===== config.mk =====
export PLATFORM = sky130hd
export DESIGN_NAME = vga_timing_gen_flat
export DESIGN_NICKNAME = d
export VERILOG_FILES = /design/src/rtl/vga_pkg.sv /design/src/rtl/vga_timing_gen_if.sv /design/src/rtl/vga_sync_delay.sv /design/src/rtl/vga_timing_gen.sv /design/src/flat_wrapper.sv
export SDC_FILE = /design/constraint.sdc
export NUM_CORES = 1
export LEC_CHECK = 0
export CAP_MARGIN = 20
export CORE_UTILIZATION = 45
export DETAILED_ROUTE_END_ITERATION = 8
export PLACE_DENSITY = 0.75
export RECOVER_POWER = 50
export SLEW_MARGIN = 10
export SYNTH_ARGS = -nofsm -noshare
export SYNTH_HDL_FRONTEND = slang
export SYNTH_SLANG_ARGS = --single-unit
export TNS_END_PERCENT = 30

===== constraint.sdc =====
create_clock -name vga_clk -period 1.8 [get_ports vga_clk]
set_input_delay 0.36 -clock vga_clk [delete_from_list [all_inputs] [get_ports vga_clk]]
set_output_delay 0.36 -clock vga_clk [all_outputs]
set_load 0.005 [all_outputs]

===== src/rtl/vga_pkg.sv =====
// Shared 640x480@60 VGA timing constants, the coordinate type and a range helper.
package vga_pkg;

    localparam int unsigned H_VISIBLE = 640;
    localparam int unsigned H_FP      = 16;
    localparam int unsigned H_SYNC    = 96;
    localparam int unsigned H_BP      = 48;
    localparam int unsigned H_TOTAL   = 800;

    localparam int unsigned V_VISIBLE = 480;
    localparam int unsigned V_FP      = 10;
    localparam int unsigned V_SYNC    = 2;
    localparam int unsigned V_BP      = 33;
    localparam int unsigned V_TOTAL   = 525;

    // Sync windows are half-open: [START, END)
    localparam int unsigned H_SYNC_START = H_VISIBLE + H_FP;
    localparam int unsigned H_SYNC_END   = H_SYNC_START + H_SYNC;
    localparam int unsigned V_SYNC_START = V_VISIBLE + V_FP;
    localparam int unsigned V_SYNC_END   = V_SYNC_START + V_SYNC;

    localparam int unsigned SYNC_DELAY_MAX = 4;

    typedef logic [9:0] coord_t;

    function automatic logic in_window(coord_t c, int unsigned lo, int unsigned hi);
        return (c >= coord_t'(lo)) && (c < coord_t'(hi));
    endfunction

endpackage


===== src/rtl/vga_timing_gen_if.sv =====
// Timing outputs of vga_timing_gen toward the renderer / DAC.
interface vga_timing_gen_if;
    import vga_pkg::*;

    logic        hs;
    logic        vs;
    logic        blank;
    coord_t      DrawX;
    coord_t      DrawY;
    logic        frame_start;
    logic [15:0] frame_count;

    modport master (output hs, vs, blank, DrawX, DrawY, frame_start, frame_count);
    modport slave  (input  hs, vs, blank, DrawX, DrawY, frame_start, frame_count);

endinterface


===== src/rtl/vga_sync_delay.sv =====
// DEPTH-stage shift register resetting to 1 (idle level of active-low sync); DEPTH=0 is a wire.
module vga_sync_delay #(
    parameter int unsigned DEPTH = 1
) (
    input  logic clk,
    input  logic reset,
    input  logic din,
    output logic dout
);

    if (DEPTH == 0) begin : g_bypass
        logic unused_clk_reset;
        assign unused_clk_reset = clk ^ reset;
        assign dout = din;
    end else begin : g_shift
        logic [DEPTH-1:0] stage;

        always_ff @(posedge clk) begin
            if (reset) begin
                stage <= '1;
            end else begin
                stage <= (stage << 1) | DEPTH'(din);
            end
        end

        assign dout = stage[DEPTH-1];
    end

endmodule


===== src/rtl/vga_timing_gen.sv =====
// 640x480@60 VGA timing generator. Optional macro VGA_SYNC_ALIGN_EN delays hs/vs by
// SYNC_DELAY cycles to line up with registered RGB; without it SYNC_DELAY is unused.
module vga_timing_gen
    import vga_pkg::*;
#(
    parameter int unsigned SYNC_DELAY = 1
) (
    input  logic             vga_clk,
    input  logic             reset,
    vga_timing_gen_if.master vga
);

    localparam coord_t H_LAST = coord_t'(H_TOTAL - 1);
    localparam coord_t V_LAST = coord_t'(V_TOTAL - 1);

`ifdef VGA_SYNC_ALIGN_EN
    localparam int unsigned DEPTH = SYNC_DELAY;
`else
    localparam int unsigned DEPTH = 0;
`endif

    if (SYNC_DELAY > SYNC_DELAY_MAX) begin : g_delay_range
        $error("vga_timing_gen: SYNC_DELAY out of range 0..4");
    end

    coord_t      hc;
    coord_t      vc;
    logic        running;
    logic [15:0] frame_count;
    logic        h_end;
    logic        v_end;
    logic        hs_raw;
    logic        vs_raw;
    logic        hs_out;
    logic        vs_out;

    assign h_end = (hc == H_LAST);
    assign v_end = (vc == V_LAST);

    // Counters hold at the origin for the first cycle out of reset so pixel (0,0)
    // is presented with blank and frame_start high before counting begins.
    always_ff @(posedge vga_clk) begin
        if (reset) begin
            hc          <= '0;
            vc          <= '0;
            frame_count <= '0;
            running     <= 1'b0;
        end else begin
            running <= 1'b1;
            if (running) begin
                if (h_end) begin
                    hc <= '0;
                    vc <= v_end ? '0 : vc + coord_t'(1);
                    if (v_end) begin
                        frame_count <= frame_count + 16'd1;
                    end
                end else begin
                    hc <= hc + coord_t'(1);
                end
            end
        end
    end

    assign hs_raw = !in_window(hc, H_SYNC_START, H_SYNC_END);
    assign vs_raw = !in_window(vc, V_SYNC_START, V_SYNC_END);

    vga_sync_delay #(.DEPTH(DEPTH)) u_hs_delay (
        .clk   (vga_clk),
        .reset (reset),
        .din   (hs_raw),
        .dout  (hs_out)
    );

    vga_sync_delay #(.DEPTH(DEPTH)) u_vs_delay (
        .clk   (vga_clk),
        .reset (reset),
        .din   (vs_raw),
        .dout  (vs_out)
    );

    assign vga.hs          = hs_out;
    assign vga.vs          = vs_out;
    assign vga.DrawX       = hc;
    assign vga.DrawY       = vc;
    assign vga.blank       = running && (hc < coord_t'(H_VISIBLE)) && (vc < coord_t'(V_VISIBLE));
    assign vga.frame_start = running && (hc == '0) && (vc == '0);
    assign vga.frame_count = frame_count;

endmodule


===== src/flat_wrapper.sv =====
// flat-port wrapper written by rule: the top's interface ports become plain ports
module vga_timing_gen_flat import vga_pkg::*;
#(
    parameter int unsigned SYNC_DELAY = 1
)
  (vga_clk, reset, vga_hs, vga_vs, vga_blank, vga_DrawX, vga_DrawY, vga_frame_start, vga_frame_count);
  vga_timing_gen_if vga_i ();
  input  logic vga_clk;
  input  logic reset;
  output wire logic [$bits(vga_i.hs)-1:0] vga_hs;
  output wire logic [$bits(vga_i.vs)-1:0] vga_vs;
  output wire logic [$bits(vga_i.blank)-1:0] vga_blank;
  output wire logic [$bits(vga_i.DrawX)-1:0] vga_DrawX;
  output wire logic [$bits(vga_i.DrawY)-1:0] vga_DrawY;
  output wire logic [$bits(vga_i.frame_start)-1:0] vga_frame_start;
  output wire logic [$bits(vga_i.frame_count)-1:0] vga_frame_count;
  assign vga_hs = vga_i.hs;
  assign vga_vs = vga_i.vs;
  assign vga_blank = vga_i.blank;
  assign vga_DrawX = vga_i.DrawX;
  assign vga_DrawY = vga_i.DrawY;
  assign vga_frame_start = vga_i.frame_start;
  assign vga_frame_count = vga_i.frame_count;
  vga_timing_gen #(.SYNC_DELAY(SYNC_DELAY)) u_core (.vga_clk(vga_clk), .reset(reset), .vga(vga_i));
endmodule

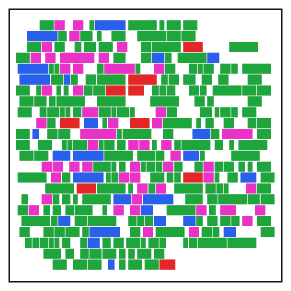
(drive-strength map)
Drawn at 4 px/µm.
_2 cells: shown in blue, cells 25. _6 and larger: shown in red, cells 9. _3 and _4 cells: shown in magenta, cells 52. _0 and _1 cells: shown in green, cells 227.
PnR worst setup slack: -154 ps
buffer count excluding the clock tree in the final layout: 91
P&R area growth vs syn: 49.9%
final standard cell area without fillers: 2920 µm²

==> notes.md <==
Notes on the flow run.

- The cell-mix breakdown from Yosys lists the XOR/XNOR area share as 0.0405.
- After detailed routing, the number of remaining DRC violations is 0.
- Setup repair after global routing could not meet its margin everywhere.
- The number of nets with antenna violations after routing is 0, for reference.
- The net count after synthesis is 235, for reference.
- The TritonCTS clock tree is done, for reference.
- The kind of launch point of the worst setup path is a register, for reference.
- Leaving out filler cells and counting taps, the final layout contains 363.
- The top layer used by detailed routing is met4, for reference.
- The total of endpoints with negative setup slack in the final report is 23, for reference.
- The maximum number of pins on one net before global-route repair is 44, for reference.
- Sorting the synthesis cell report by count puts at the top dfxtp_1.
- The timing report gives the clock slew at the launch and capture registers of the worst setup and hold paths as 70 ps.
- In this run the worst setup path begins at u_core.vga.DrawX[6]$_SDFFE_PP0P_.
- The final net count is 321, for reference.
- The met1 usage is 0.307, for reference.
- In the post-route analysis, the smallest setup slack over all paths is -154 ps.
- The tree is rooted in a clkbuf_8.
- The iteration count recorded for the first detailed-route pass is 4.
- The deepest level of the CTS H-tree is 2, for reference.
- The share of synthesized area in the top cell type comes to 0.381.
- The number of gates on the worst path with buffers counted is 6, for reference.
- The layout report lists the multi-input gate area as 1190 µm².
- The vertical die dimension reported for this design is 67.7 µm.
- The highest cell delay on the worst timing path is 520 ps, for reference.
- The slowest cell on the critical path is or4_1, for reference.
- The logic depth of the worst register-to-register path is 6, for reference.
- In this run, the synthesized area fraction spent on and/or/nand/nor cells is recorded as 0.320.
- The clock net sink count is 37, for reference.
- The share of synthesized area occupied by flip-flops and latches is 0.381, for reference.
- OpenSTA lists the critical path endpoint as u_core.vga.DrawY[8]$_SDFFE_PP0P_.
- The Yosys step of the flow raised 0 warnings.
- Leaving out fill and tap cells, the most frequent cells in the layout are buf_4, dfxtp_1, clkdlybuf4s50_1.
- The startpoint of the tightest hold check path is u_core.vga.frame_count[5]$_SDFFE_PP0P_, for reference.
- The setup check on the worst reg-to-reg path leaves a slack of -150 ps.
- The headroom to the max-slew limit is 0.799, for reference.
- The number of global-route vias before repair is 1831, for reference.
- By area the synthesized netlist is led by dfxtp_1, or4_1, a21oi_1, o31ai_1, ha_1.
- The clock passes through at most 2 buffers.
- After detailed routing, the number of vias per cell comes to 5.69.
- The final reports fail on setup timing.
- The share of layout cells above drive strength 1 is 0.275, for reference.
- The routed design could run at a clock period as short as 1950 ps.
- The hold violation count in the final report is 0, for reference.
- The post-route clock period utilization is 1.09, for reference.
- The busiest layer in global routing is met2, for reference.
- The core region is 4090 µm².
- The area fraction in mux cells is 0.0167, for reference.
- The count of filler cells inserted in the layout is 333, for reference.
- The clock insertion delay at the later pin of the skew report is 290 ps, for reference.
- Per the log, the first TritonRoute iteration ended with a DRC count of 176.
- In this run the cell area of the synthesized design comes to 1940 µm².
- The worst-case vdd ir drop is 510 µV, for reference.
- The nature of the critical path endpoint is a register, for reference.
- The number of different library cells used by synthesis comes to 37.
- The post-route clock skew is 6.24 ps, for reference.
- The worst setup path is of the reg2reg kind.
- Post-synth the commonest register cell is dfxtp_1.
- The chip area line of the yosys report is 1940 µm², for reference.
- The number of antenna violations at the first check in global routing came to 0.
- The count of inserted antenna diode cells is 0, for reference.
- The cell count after placement is 354, for reference.
- CTS added clock buffers totalling 5.
- The highest fanout seen on the critical path is 43, for reference.
- Measured on the finished design, the core utilization comes to 0.713.
- The total of flip-flops plus latches after synthesis is 37, for reference.
- The critical path goes through buf_4, nor4b_4, nand4_4, buf_12, or4_1, a21oi_1.
- The flow ran to the end, but the final reports show violations.
- The final worst hold slack is 496 ps, for reference.
- The final weighted congestion recorded by global placement is 0.793.
- Global routing finished with a remaining overflow of 0.
- The area after detailed placement is 2750 µm², for reference.
- The post-synthesis compound-gate area fraction is 0.154, for reference.
- Wire segments on met2 add up to 2410 µm in the final route.
- The number of cells reported by Yosys stat comes to 227.
- The cell family contributing the most delay on the critical path is simple AND/OR/NAND/NOR gates.
- The synthesized design contains 0 enable-type register cells.
- For hold timing, the worst endpoint is u_core.vga.frame_count[5]$_SDFFE_PP0P_.
- The post-synthesis adder-cell area fraction is 0.0386, for reference.
- The reg-to-reg startpoint is u_core.vga.DrawX[6]$_SDFFE_PP0P_, for reference.
- The measured slew at the worst slew-check pin is 300 ps, for reference.
- Static timing analysis puts the maximum clock frequency at 0.512 GHz.
- The core utilization at floorplan is 0.476, for reference.
- The post-CTS setup-driven buffer insertion count is 2, for reference.
- Looking at the reg2reg group, the worst path ends at u_core.vga.DrawY[8]$_SDFFE_PP0P_.
- On the critical path the data arrives at 2160 ps.
- The HPWL reported at the end of detailed placement is 3620 µm, for reference.
- The type of the tightest min-delay check is reg2reg, for reference.
- The total area of sequential cells is 751 µm², for reference.
- The global-route met2 utilization is 0.384, for reference.
- Synthesis produced 227 cells.
- The number of buffers and inverters on the critical path is 2.
- The max-cap violation count is 0, for reference.
- Counting instances in the post-synthesis netlist gives the leading cell types as dfxtp_1, a21oi_1, or4_1.
- The required arrival time at the worst endpoint is 2010 ps, for reference.
- The synthesis report gives the async set-or-reset register share as 0.
- The power report puts the leakage power at 0.00109 µW.
- The most common library cell in the layout ignoring fill and taps is buf_4, for reference.
- The power per cell area is 513 nW/µm², for reference.
- As logged by OpenROAD, the buffers inserted on ports number 41.
- Per the OpenROAD floorplan log, the width of the die is 67.7 µm.
- The number of cells on the worst hold path is listed as 2.
- Among the non-sequential cells, simple AND/OR/NAND/NOR gates take the most area.
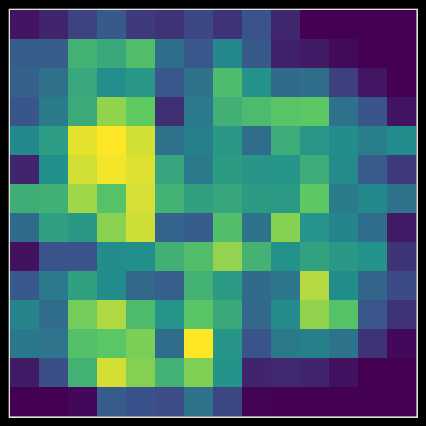
(wire density map)
Drawn at 6 px/µm. 14 x 14 tiles, from dark purple (low) to yellow (high), scaled to the fullest tile. Values are wire area over tile area, all layers added.
The mean over all tiles is 0.18. The emptiest ninth of the die: top right. The fullest tile reaches 0.41.
number of vias in the routed layout: 2066
detailed-route wire length per cell: 14.0 µm
wire length reported by the detailed router: 5090 µm
GRT Util Overall: 0.236

==> area by class of cell <==
class / count / area share
Multi-Input combinational cell: 169 / 0.410
Timing Repair Buffer: 91 / 0.270
Sequential cell: 37 / 0.258
Inverter: 9 / 0.0116
Tap cell: 50 / 0.0215
Clock buffer: 7 / 0.0296
==> state kept, by name, indices dropped and copies added (netlist names) <==
| name | flops |
|---|---|
| u_core.vga.DrawX | 10 |
| u_core.running | 1 |
| u_core.vga.frame_count | 16 |
| u_core.vga.DrawY | 10 |
==> report_power, final <==
part	switching, µW	leakage, µW	internal [µW]	total (µW)
Sequential	3.31	0.000302	825	828
Combinational	43.1	0.000747	38.9	82.0
Clock	282	0.0000443	304	586
==> worst min-delay path, delay by kind of cell (launching register included) <==
kind | cells | cell delay (ps)
AOI/OAI and AO/OA | 2 | 120
DFF | 1 | 330
Power is estimated from default activity; no workload was simulated.
